==> config.mk <==
export PLATFORM = sky130hd
export DESIGN_NAME = hazard_ctrl_flat
export DESIGN_NICKNAME = d
export VERILOG_FILES = /design/src/rtl/hazard_ctrl_pkg.sv /design/src/rtl/hazard_ctrl_if.sv /design/src/rtl/hazard_ctrl_fwd_sel.sv /design/src/rtl/hazard_ctrl.sv /design/src/flat_wrapper.sv
export SDC_FILE = /design/constraint.sdc
export NUM_CORES = 1
export LEC_CHECK = 0
export CORE_MARGIN = 5
export CORE_UTILIZATION = 19
export DETAILED_ROUTE_END_ITERATION = 8
export PLACE_DENSITY = 0.81
export SLEW_MARGIN = 40
export SYNTH_ARGS = -nofsm -noshare
export SYNTH_HDL_FRONTEND = slang
export SYNTH_SLANG_ARGS = --single-unit
==> constraint.sdc <==
create_clock -name clk_in -period 1.65 [get_ports clk_in]
set_input_delay 0.33 -clock clk_in [delete_from_list [all_inputs] [get_ports clk_in]]
set_output_delay 0.33 -clock clk_in [all_outputs]
set_load 0.02 [all_outputs]
==> src/rtl/hazard_ctrl_pkg.sv <==
// Shared pipeline-control constants for hazard_ctrl and the ID/EX, EX/MEM
// pipeline registers: stall codes, zero word and hazard FSM state encodings.
package hazard_ctrl_pkg;

    localparam int XLEN_DEF   = 32;
    localparam int REG_AW_DEF = 5;

    // Stall vector: bit0/bit1 freeze PC and IF/ID (bubble into ID/EX),
    // bit2 additionally freezes ID/EX and EX/MEM.
    localparam logic [2:0] STALL_NONE            = 3'b000;
    localparam logic [2:0] STALL_ID              = 3'b011;
    localparam logic [2:0] STALL_MASK_IDEX_EXMEM = 3'b100;
    localparam logic [2:0] STALL_MEM             = STALL_ID | STALL_MASK_IDEX_EXMEM;

    localparam logic [31:0] ZeroWord = 32'h0000_0000;

    typedef enum logic [1:0] {
        ST_IDLE     = 2'b00,
        ST_MEM_BUSY = 2'b01,
        ST_FLUSH    = 2'b10
    } hz_state_e;

    // True when a stall vector freezes the ID/EX and EX/MEM registers.
    function automatic logic stall_freezes_exmem(input logic [2:0] stall_v);
        return ((stall_v & STALL_MASK_IDEX_EXMEM) != STALL_NONE);
    endfunction

endpackage

==> src/rtl/hazard_ctrl_if.sv <==
// Pipeline-control bus between hazard_ctrl (master: drives stall, clear and
// forwarding) and the pipeline stages (slave: drive register-use, result and
// memory handshake information).
interface hazard_ctrl_if
    import hazard_ctrl_pkg::*;
#(
    parameter int XLEN   = XLEN_DEF,
    parameter int REG_AW = REG_AW_DEF
);
    logic [REG_AW-1:0] id_r1_addr;
    logic              id_r1_used;
    logic [REG_AW-1:0] id_r2_addr;
    logic              id_r2_used;
    logic [REG_AW-1:0] ex_rd_addr;
    logic              ex_wb_en;
    logic              ex_is_load;
    logic [XLEN-1:0]   ex_result;
    logic              ex_branch_taken;
    logic [REG_AW-1:0] mem_rd_addr;
    logic              mem_wb_en;
    logic              mem_is_load;
    logic [XLEN-1:0]   mem_result;
    logic              mem_req;
    logic              mem_done;

    logic [2:0]        stall;
    logic              clear;
    logic              forward_ex_enable;
    logic [REG_AW-1:0] forward_ex_addr;
    logic [XLEN-1:0]   forward_ex_data;
    logic              forward_mem_enable;
    logic [REG_AW-1:0] forward_mem_addr;
    logic [XLEN-1:0]   forward_mem_data;

    modport master (
        input  id_r1_addr, id_r1_used, id_r2_addr, id_r2_used,
        input  ex_rd_addr, ex_wb_en, ex_is_load, ex_result, ex_branch_taken,
        input  mem_rd_addr, mem_wb_en, mem_is_load, mem_result, mem_req, mem_done,
        output stall, clear,
        output forward_ex_enable, forward_ex_addr, forward_ex_data,
        output forward_mem_enable, forward_mem_addr, forward_mem_data
    );

    modport slave (
        output id_r1_addr, id_r1_used, id_r2_addr, id_r2_used,
        output ex_rd_addr, ex_wb_en, ex_is_load, ex_result, ex_branch_taken,
        output mem_rd_addr, mem_wb_en, mem_is_load, mem_result, mem_req, mem_done,
        input  stall, clear,
        input  forward_ex_enable, forward_ex_addr, forward_ex_data,
        input  forward_mem_enable, forward_mem_addr, forward_mem_data
    );

endinterface

==> src/rtl/hazard_ctrl_fwd_sel.sv <==
// Combinational forwarding selection for the EX and MEM stages.
// x0 is never forwarded, an EX load has no result yet, and a MEM load only
// forwards in the cycle its data returns. Data is zero whenever disabled.
module hazard_ctrl_fwd_sel
    import hazard_ctrl_pkg::*;
#(
    parameter int XLEN   = XLEN_DEF,
    parameter int REG_AW = REG_AW_DEF
) (
    input  logic              kill_i,
    input  logic [REG_AW-1:0] ex_rd_addr_i,
    input  logic              ex_wb_en_i,
    input  logic              ex_is_load_i,
    input  logic [XLEN-1:0]   ex_result_i,
    input  logic [REG_AW-1:0] mem_rd_addr_i,
    input  logic              mem_wb_en_i,
    input  logic              mem_is_load_i,
    input  logic              mem_done_i,
    input  logic [XLEN-1:0]   mem_result_i,
    output logic              ex_en_o,
    output logic [REG_AW-1:0] ex_addr_o,
    output logic [XLEN-1:0]   ex_data_o,
    output logic              mem_en_o,
    output logic [REG_AW-1:0] mem_addr_o,
    output logic [XLEN-1:0]   mem_data_o
);

    logic ex_en_s;
    logic mem_en_s;

    // Enable terms; both stages may forward the same register, the consumer
    // gives EX precedence.
    always_comb begin
        ex_en_s  = ex_wb_en_i && !ex_is_load_i && (ex_rd_addr_i != {REG_AW{1'b0}});
        mem_en_s = mem_wb_en_i && (mem_rd_addr_i != {REG_AW{1'b0}})
                   && (!mem_is_load_i || mem_done_i);
    end

    // Drive forwarding buses, all zero while killed (reset).
    always_comb begin
        if (kill_i) begin
            ex_en_o    = 1'b0;
            ex_addr_o  = {REG_AW{1'b0}};
            ex_data_o  = {XLEN{1'b0}};
            mem_en_o   = 1'b0;
            mem_addr_o = {REG_AW{1'b0}};
            mem_data_o = {XLEN{1'b0}};
        end else begin
            ex_en_o    = ex_en_s;
            ex_addr_o  = ex_rd_addr_i;
            ex_data_o  = ex_en_s ? ex_result_i : {XLEN{1'b0}};
            mem_en_o   = mem_en_s;
            mem_addr_o = mem_rd_addr_i;
            mem_data_o = mem_en_s ? mem_result_i : {XLEN{1'b0}};
        end
    end

endmodule

==> src/rtl/hazard_ctrl.sv <==
// Central pipeline hazard controller: stall vector, flush pulse and EX/MEM
// forwarding. A three-state FSM (IDLE / MEM_BUSY / FLUSH) tracks multi-cycle
// memory stalls; pend_flush remembers a branch resolved during such a stall.
// All outputs are combinational from registered state plus current inputs.
// Optional build macro HAZARD_PERF_CNT_EN adds three 32-bit perf counters.
module hazard_ctrl
    import hazard_ctrl_pkg::*;
#(
    parameter int XLEN   = XLEN_DEF,
    parameter int REG_AW = REG_AW_DEF
) (
    input  logic          clk_in,
    input  logic          rst_in,
    input  logic          rdy_in,
    hazard_ctrl_if.master bus
`ifdef HAZARD_PERF_CNT_EN
    ,
    output logic [31:0]   perf_mem_stall_cycles,
    output logic [31:0]   perf_load_use_stalls,
    output logic [31:0]   perf_flushes
`endif
);

    hz_state_e state_q, state_d;
    logic      pend_flush_q, pend_flush_d;

    logic       mem_stall_s;
    logic       flush_s;
    logic       load_use_s;
    logic [2:0] stall_s;
    logic       clear_s;

    // Hazard detection terms shared by next-state and output logic.
    always_comb begin
        mem_stall_s = !bus.mem_done && ((state_q == ST_MEM_BUSY) || bus.mem_req);
        flush_s     = bus.ex_branch_taken || (state_q == ST_FLUSH) || pend_flush_q;
        load_use_s  = bus.ex_is_load && bus.ex_wb_en
                      && (bus.ex_rd_addr != {REG_AW{1'b0}})
                      && ((bus.id_r1_used && (bus.id_r1_addr == bus.ex_rd_addr))
                       || (bus.id_r2_used && (bus.id_r2_addr == bus.ex_rd_addr)));
    end

    // State register: synchronous reset, frozen while rdy_in is low.
    always_ff @(posedge clk_in) begin
        if (rst_in) begin
            state_q      <= ST_IDLE;
            pend_flush_q <= 1'b0;
        end else if (rdy_in) begin
            state_q      <= state_d;
            pend_flush_q <= pend_flush_d;
        end else begin
            state_q      <= state_q;
            pend_flush_q <= pend_flush_q;
        end
    end

    // Next-state logic; a memory stall overrides everything and captures any
    // branch so the flush survives the stall.
    always_comb begin
        state_d      = state_q;
        pend_flush_d = pend_flush_q;
        if (mem_stall_s) begin
            state_d      = ST_MEM_BUSY;
            pend_flush_d = pend_flush_q || bus.ex_branch_taken;
        end else begin
            case (state_q)
                ST_IDLE: begin
                    state_d      = bus.ex_branch_taken ? ST_FLUSH : ST_IDLE;
                    pend_flush_d = 1'b0;
                end
                ST_MEM_BUSY: begin
                    // mem_done this cycle: leave, flushing if a branch is owed
                    state_d      = (pend_flush_q || bus.ex_branch_taken) ? ST_FLUSH : ST_IDLE;
                    pend_flush_d = 1'b0;
                end
                ST_FLUSH: begin
                    state_d      = ST_IDLE;
                    pend_flush_d = 1'b0;
                end
                default: begin
                    state_d      = ST_IDLE;
                    pend_flush_d = 1'b0;
                end
            endcase
        end
    end

    // Output logic in priority order: memory stall, flush, load-use, none.
    always_comb begin
        if (rst_in) begin
            stall_s = STALL_NONE;
            clear_s = 1'b0;
        end else if (mem_stall_s) begin
            stall_s = STALL_MEM;
            clear_s = 1'b0;
        end else if (flush_s) begin
            stall_s = STALL_NONE;
            clear_s = 1'b1;
        end else if (load_use_s) begin
            stall_s = STALL_ID;
            clear_s = 1'b0;
        end else begin
            stall_s = STALL_NONE;
            clear_s = 1'b0;
        end
    end

    assign bus.stall = stall_s;
    assign bus.clear = clear_s;

    hazard_ctrl_fwd_sel #(
        .XLEN   (XLEN),
        .REG_AW (REG_AW)
    ) u_fwd_sel (
        .kill_i        (rst_in),
        .ex_rd_addr_i  (bus.ex_rd_addr),
        .ex_wb_en_i    (bus.ex_wb_en),
        .ex_is_load_i  (bus.ex_is_load),
        .ex_result_i   (bus.ex_result),
        .mem_rd_addr_i (bus.mem_rd_addr),
        .mem_wb_en_i   (bus.mem_wb_en),
        .mem_is_load_i (bus.mem_is_load),
        .mem_done_i    (bus.mem_done),
        .mem_result_i  (bus.mem_result),
        .ex_en_o       (bus.forward_ex_enable),
        .ex_addr_o     (bus.forward_ex_addr),
        .ex_data_o     (bus.forward_ex_data),
        .mem_en_o      (bus.forward_mem_enable),
        .mem_addr_o    (bus.forward_mem_addr),
        .mem_data_o    (bus.forward_mem_data)
    );

`ifdef HAZARD_PERF_CNT_EN
    logic [31:0] mem_cnt_q, luse_cnt_q, flush_cnt_q;
    logic        flush_enter_s;

    // A branch event enters flush exactly when the FSM moves into FLUSH.
    always_comb begin
        flush_enter_s = (state_d == ST_FLUSH) && (state_q != ST_FLUSH);
    end

    // Performance counters; wrap naturally, advance only when ready.
    always_ff @(posedge clk_in) begin
        if (rst_in) begin
            mem_cnt_q   <= 32'd0;
            luse_cnt_q  <= 32'd0;
            flush_cnt_q <= 32'd0;
        end else if (rdy_in) begin
            mem_cnt_q   <= mem_cnt_q   + {31'd0, stall_freezes_exmem(stall_s)};
            luse_cnt_q  <= luse_cnt_q  + {31'd0, (stall_s == STALL_ID)};
            flush_cnt_q <= flush_cnt_q + {31'd0, flush_enter_s};
        end else begin
            mem_cnt_q   <= mem_cnt_q;
            luse_cnt_q  <= luse_cnt_q;
            flush_cnt_q <= flush_cnt_q;
        end
    end

    assign perf_mem_stall_cycles = rst_in ? ZeroWord : mem_cnt_q;
    assign perf_load_use_stalls  = rst_in ? ZeroWord : luse_cnt_q;
    assign perf_flushes          = rst_in ? ZeroWord : flush_cnt_q;
`endif

endmodule
==> src/flat_wrapper.sv <==
// flat-port wrapper written by rule: the top's interface ports become plain ports
module hazard_ctrl_flat import hazard_ctrl_pkg::*;
#(
    parameter int XLEN   = XLEN_DEF,
    parameter int REG_AW = REG_AW_DEF
)
  (clk_in, rst_in, rdy_in, bus_id_r1_addr, bus_id_r1_used, bus_id_r2_addr, bus_id_r2_used, bus_ex_rd_addr, bus_ex_wb_en, bus_ex_is_load, bus_ex_result, bus_ex_branch_taken, bus_mem_rd_addr, bus_mem_wb_en, bus_mem_is_load, bus_mem_result, bus_mem_req, bus_mem_done, bus_stall, bus_clear, bus_forward_ex_enable, bus_forward_ex_addr, bus_forward_ex_data, bus_forward_mem_enable, bus_forward_mem_addr, bus_forward_mem_data);
  hazard_ctrl_if #(.XLEN(XLEN), .REG_AW(REG_AW)) bus_i ();
  input  logic clk_in;
  input  logic rst_in;
  input  logic rdy_in;
  input wire logic [$bits(bus_i.id_r1_addr)-1:0] bus_id_r1_addr;
  input wire logic [$bits(bus_i.id_r1_used)-1:0] bus_id_r1_used;
  input wire logic [$bits(bus_i.id_r2_addr)-1:0] bus_id_r2_addr;
  input wire logic [$bits(bus_i.id_r2_used)-1:0] bus_id_r2_used;
  input wire logic [$bits(bus_i.ex_rd_addr)-1:0] bus_ex_rd_addr;
  input wire logic [$bits(bus_i.ex_wb_en)-1:0] bus_ex_wb_en;
  input wire logic [$bits(bus_i.ex_is_load)-1:0] bus_ex_is_load;
  input wire logic [$bits(bus_i.ex_result)-1:0] bus_ex_result;
  input wire logic [$bits(bus_i.ex_branch_taken)-1:0] bus_ex_branch_taken;
  input wire logic [$bits(bus_i.mem_rd_addr)-1:0] bus_mem_rd_addr;
  input wire logic [$bits(bus_i.mem_wb_en)-1:0] bus_mem_wb_en;
  input wire logic [$bits(bus_i.mem_is_load)-1:0] bus_mem_is_load;
  input wire logic [$bits(bus_i.mem_result)-1:0] bus_mem_result;
  input wire logic [$bits(bus_i.mem_req)-1:0] bus_mem_req;
  input wire logic [$bits(bus_i.mem_done)-1:0] bus_mem_done;
  output wire logic [$bits(bus_i.stall)-1:0] bus_stall;
  output wire logic [$bits(bus_i.clear)-1:0] bus_clear;
  output wire logic [$bits(bus_i.forward_ex_enable)-1:0] bus_forward_ex_enable;
  output wire logic [$bits(bus_i.forward_ex_addr)-1:0] bus_forward_ex_addr;
  output wire logic [$bits(bus_i.forward_ex_data)-1:0] bus_forward_ex_data;
  output wire logic [$bits(bus_i.forward_mem_enable)-1:0] bus_forward_mem_enable;
  output wire logic [$bits(bus_i.forward_mem_addr)-1:0] bus_forward_mem_addr;
  output wire logic [$bits(bus_i.forward_mem_data)-1:0] bus_forward_mem_data;
  assign bus_i.id_r1_addr = bus_id_r1_addr;
  assign bus_i.id_r1_used = bus_id_r1_used;
  assign bus_i.id_r2_addr = bus_id_r2_addr;
  assign bus_i.id_r2_used = bus_id_r2_used;
  assign bus_i.ex_rd_addr = bus_ex_rd_addr;
  assign bus_i.ex_wb_en = bus_ex_wb_en;
  assign bus_i.ex_is_load = bus_ex_is_load;
  assign bus_i.ex_result = bus_ex_result;
  assign bus_i.ex_branch_taken = bus_ex_branch_taken;
  assign bus_i.mem_rd_addr = bus_mem_rd_addr;
  assign bus_i.mem_wb_en = bus_mem_wb_en;
  assign bus_i.mem_is_load = bus_mem_is_load;
  assign bus_i.mem_result = bus_mem_result;
  assign bus_i.mem_req = bus_mem_req;
  assign bus_i.mem_done = bus_mem_done;
  assign bus_stall = bus_i.stall;
  assign bus_clear = bus_i.clear;
  assign bus_forward_ex_enable = bus_i.forward_ex_enable;
  assign bus_forward_ex_addr = bus_i.forward_ex_addr;
  assign bus_forward_ex_data = bus_i.forward_ex_data;
  assign bus_forward_mem_enable = bus_i.forward_mem_enable;
  assign bus_forward_mem_addr = bus_i.forward_mem_addr;
  assign bus_forward_mem_data = bus_i.forward_mem_data;
  hazard_ctrl #(.XLEN(XLEN), .REG_AW(REG_AW)) u_core (.clk_in(clk_in), .rst_in(rst_in), .rdy_in(rdy_in), .bus(bus_i));
endmodule
gates.png
(4 px per um)
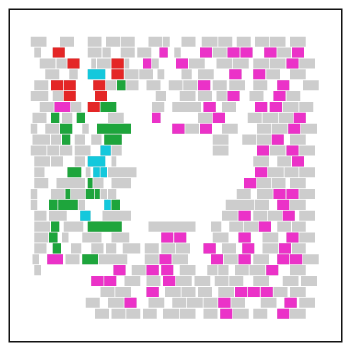
Key: cyan = aoi and oai cells [cells 7, most used a21oi_1, where left middle]; red = xor and xnor cells [cells 10, most used xnor2_1, where top left]; magenta = and/or cells [cells 66, most used and2_4]; green = nor cells [cells 21, most used nor2b_1]
Layout Cells excl Fill: 390
most frequent logic cell in the layout: sky130_fd_sc_hd__clkdlybuf4s50_1
share of the final layout cell area in multi-input gates: 30.46%

closeup.png
Region (26, 26) to (56, 56) um. Cells in grey, sequential cells in the stronger grey; small squares are vias.
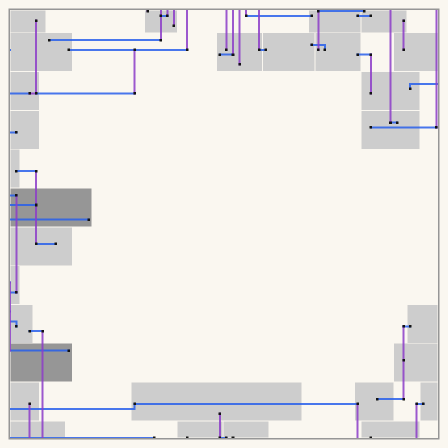
Key: blue = M1; purple = M2
Netlist names of flops here include u_core.pend_flush_q (1), u_core.state_q (1). Most frequent: buf_6 (5), and2_4 (3). 18 logic cells have their middle in the window. Sequential cells in the window: 2.

layers.png
(4 px per um) Two of the layers only.
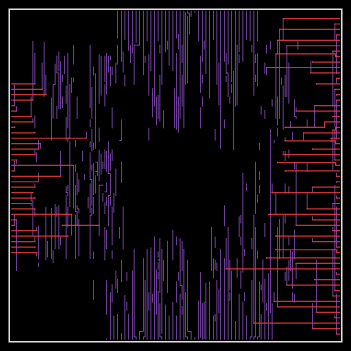
Key: purple = M2 [wire length 2940 um]; red = M3 [wire length 701 um]
Total Wirelength: 5.600 mm
DR WL/cell: 14.36 um
Vias: 1589
all-layer global routing usage: 14.51%

==> flow_summary.html <==
<h2>Synthesis and place &amp; route</h2>
<table>
<tr><th>Metric</th><th>Value</th></tr>
<tr><th colspan="2">Power</th></tr>
<tr><td>Sequential fraction of design power</td><td>8.1%</td></tr>
<tr><td>Share of power burned in the clock network</td><td>21.3%</td></tr>
<tr><td>Leading power group</td><td>combinational logic</td></tr>
<tr><th colspan="2">Final layout</th></tr>
<tr><td>N_diodes</td><td>0</td></tr>
<tr><td>Fillers</td><td>444</td></tr>
<tr><td>Share of cell area taken by flip-flops and latches</td><td>1.887%</td></tr>
<tr><td>Signal buffers share of area</td><td>63.36%</td></tr>
<tr><td>Cell class ranked first by area</td><td>non-clock buffers</td></tr>
<tr><th colspan="2">Placed design</th></tr>
<tr><td>Post-Place Cell Area</td><td>3009 um^2</td></tr>
<tr><th colspan="2">Run status</th></tr>
<tr><td>Result of the run</td><td>complete, but fails checks</td></tr>
<tr><td>Failing checks</td><td>negative setup slack</td></tr>
<tr><th colspan="2">Critical path</th></tr>
<tr><td>Critical R2R Launch</td><td>u_core.state_q[0]</td></tr>
<tr><td>R2R setup slack</td><td>540 ps</td></tr>
<tr><td>Kind of start point of the critical path</td><td>primary input</td></tr>
<tr><th colspan="2">Drt</th></tr>
<tr><td>Met2 Routed Length</td><td>2.942 mm</td></tr>
<tr><td>Starting DRT DRC Count</td><td>13</td></tr>
<tr><td>Met3 wirelength from detailed routing</td><td>701 um</td></tr>
<tr><td>Count of nets left with antenna violations after detail routing</td><td>0</td></tr>
<tr><th colspan="2">Synthesis</th></tr>
<tr><td>Xor and xnor area share after synthesis</td><td>8.717%</td></tr>
<tr><td>Leading post-synthesis cells by cell area</td><td>sky130_fd_sc_hd__and2_4 (25%), sky130_fd_sc_hd__and2_1 (22%), sky130_fd_sc_hd__xnor2_1 (8.7%)</td></tr>
<tr><td>Post-synthesis compound-gate area fraction</td><td>6.351%</td></tr>
<tr><th colspan="2">Global routing</th></tr>
<tr><td>Via count of the first global-routing pass</td><td>1530</td></tr>
<tr><th colspan="2">Timing</th></tr>
<tr><td>Tightest Pin Transition</td><td>405.7 ps</td></tr>
<tr><td>Final setup margin</td><td>-391.2 ps</td></tr>
<tr><td>Setup Viol. Count Final</td><td>68</td></tr>
<tr><th colspan="2">Floorplanning</th></tr>
<tr><td>Chip width</td><td>82.72 um</td></tr>
<tr><th colspan="2">Hold path</th></tr>
<tr><td>Hold crit path type</td><td>flip-flop to flip-flop</td></tr>
</table>
route_heat.png
(3 px per um) 17 x 17 tiles, from dark purple (low) to yellow (high), scaled to the fullest tile. Values are wire area over tile area, all layers added.
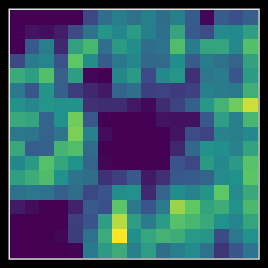
The fullest tile reaches 0.39. 29% of the tiles are over half the peak. The mean over all tiles is 0.14. 15% of the tiles are nearly empty. The emptiest ninth of the die: middle.

placed.png
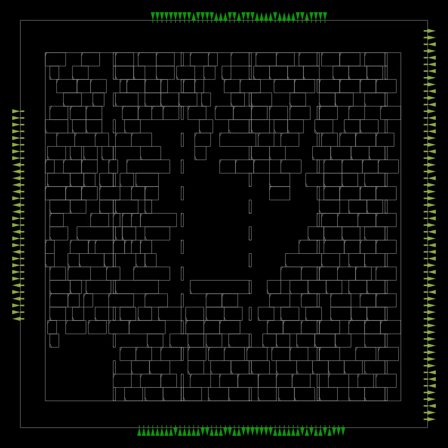
cell row count: 26
utilization of the core after routing: 62.32%

## stage by stage
stage                     utilization (%)  power [mW]  hold slack (ps)
after floorplan                         -      0.3457            426.6
after global routing                62.32       1.056            563.0
final                               62.32      0.9974            525.1
after CTS                           61.32      0.9972            523.4
after detailed placement            58.92      0.7638            508.4
after global placement              58.92      0.7565            502.2
## worst max path at each step
stage / from / to / slack, ps / cells after the start
2_1_floorplan: bus_ex_rd_addr[0] / bus_stall[1] / -120 / 5
3_3_place_gp: bus_mem_rd_addr[0] / bus_forward_mem_data[27] / -1130 / 7
3_5_place_dp: bus_mem_rd_addr[0] / bus_forward_mem_data[27] / -1180 / 7
4_1_cts: bus_mem_rd_addr[4] / bus_forward_mem_data[12] / -390 / 8
5_1_grt: bus_mem_rd_addr[4] / bus_forward_mem_data[12] / -450 / 8
6_report: bus_mem_rd_addr[4] / bus_forward_mem_data[12] / -390 / 8
## repair_timing
item	4_1_cts	5_1_grt
setup endpoints to repair	80	79
gates cloned	1	0
setup buffers	7	3
pin swaps	11	7
gates resized	452	31
## layout by cell type (no fill, tap or decap), drive strengths merged
| master | n |
|---|---|
| clkdlybuf4s15 | 4 |
| a21oi | 3 |
| mux2i | 1 |
| o22ai | 1 |
| buf | 99 |
| nand3 | 1 |
| nor2b | 12 |
| a41o | 1 |
| o21bai | 1 |
| o21ba | 1 |
| or4 | 2 |
| dlymetal6s2s | 5 |
| bufbuf | 1 |
| inv | 1 |
| nand2 | 2 |
| nand4 | 2 |
| dfxtp | 3 |
| nor3b | 1 |
| xnor2 | 10 |
| nor3 | 1 |
| nor4b | 2 |
| clkdlybuf4s50 | 77 |
| clkbuf | 9 |
| nor2 | 5 |
| a211oi | 2 |
| dlygate4sd2 | 8 |
| nand2b | 1 |
| and2 | 64 |
No activity file was given, so power comes from the tool's default toggle rates.
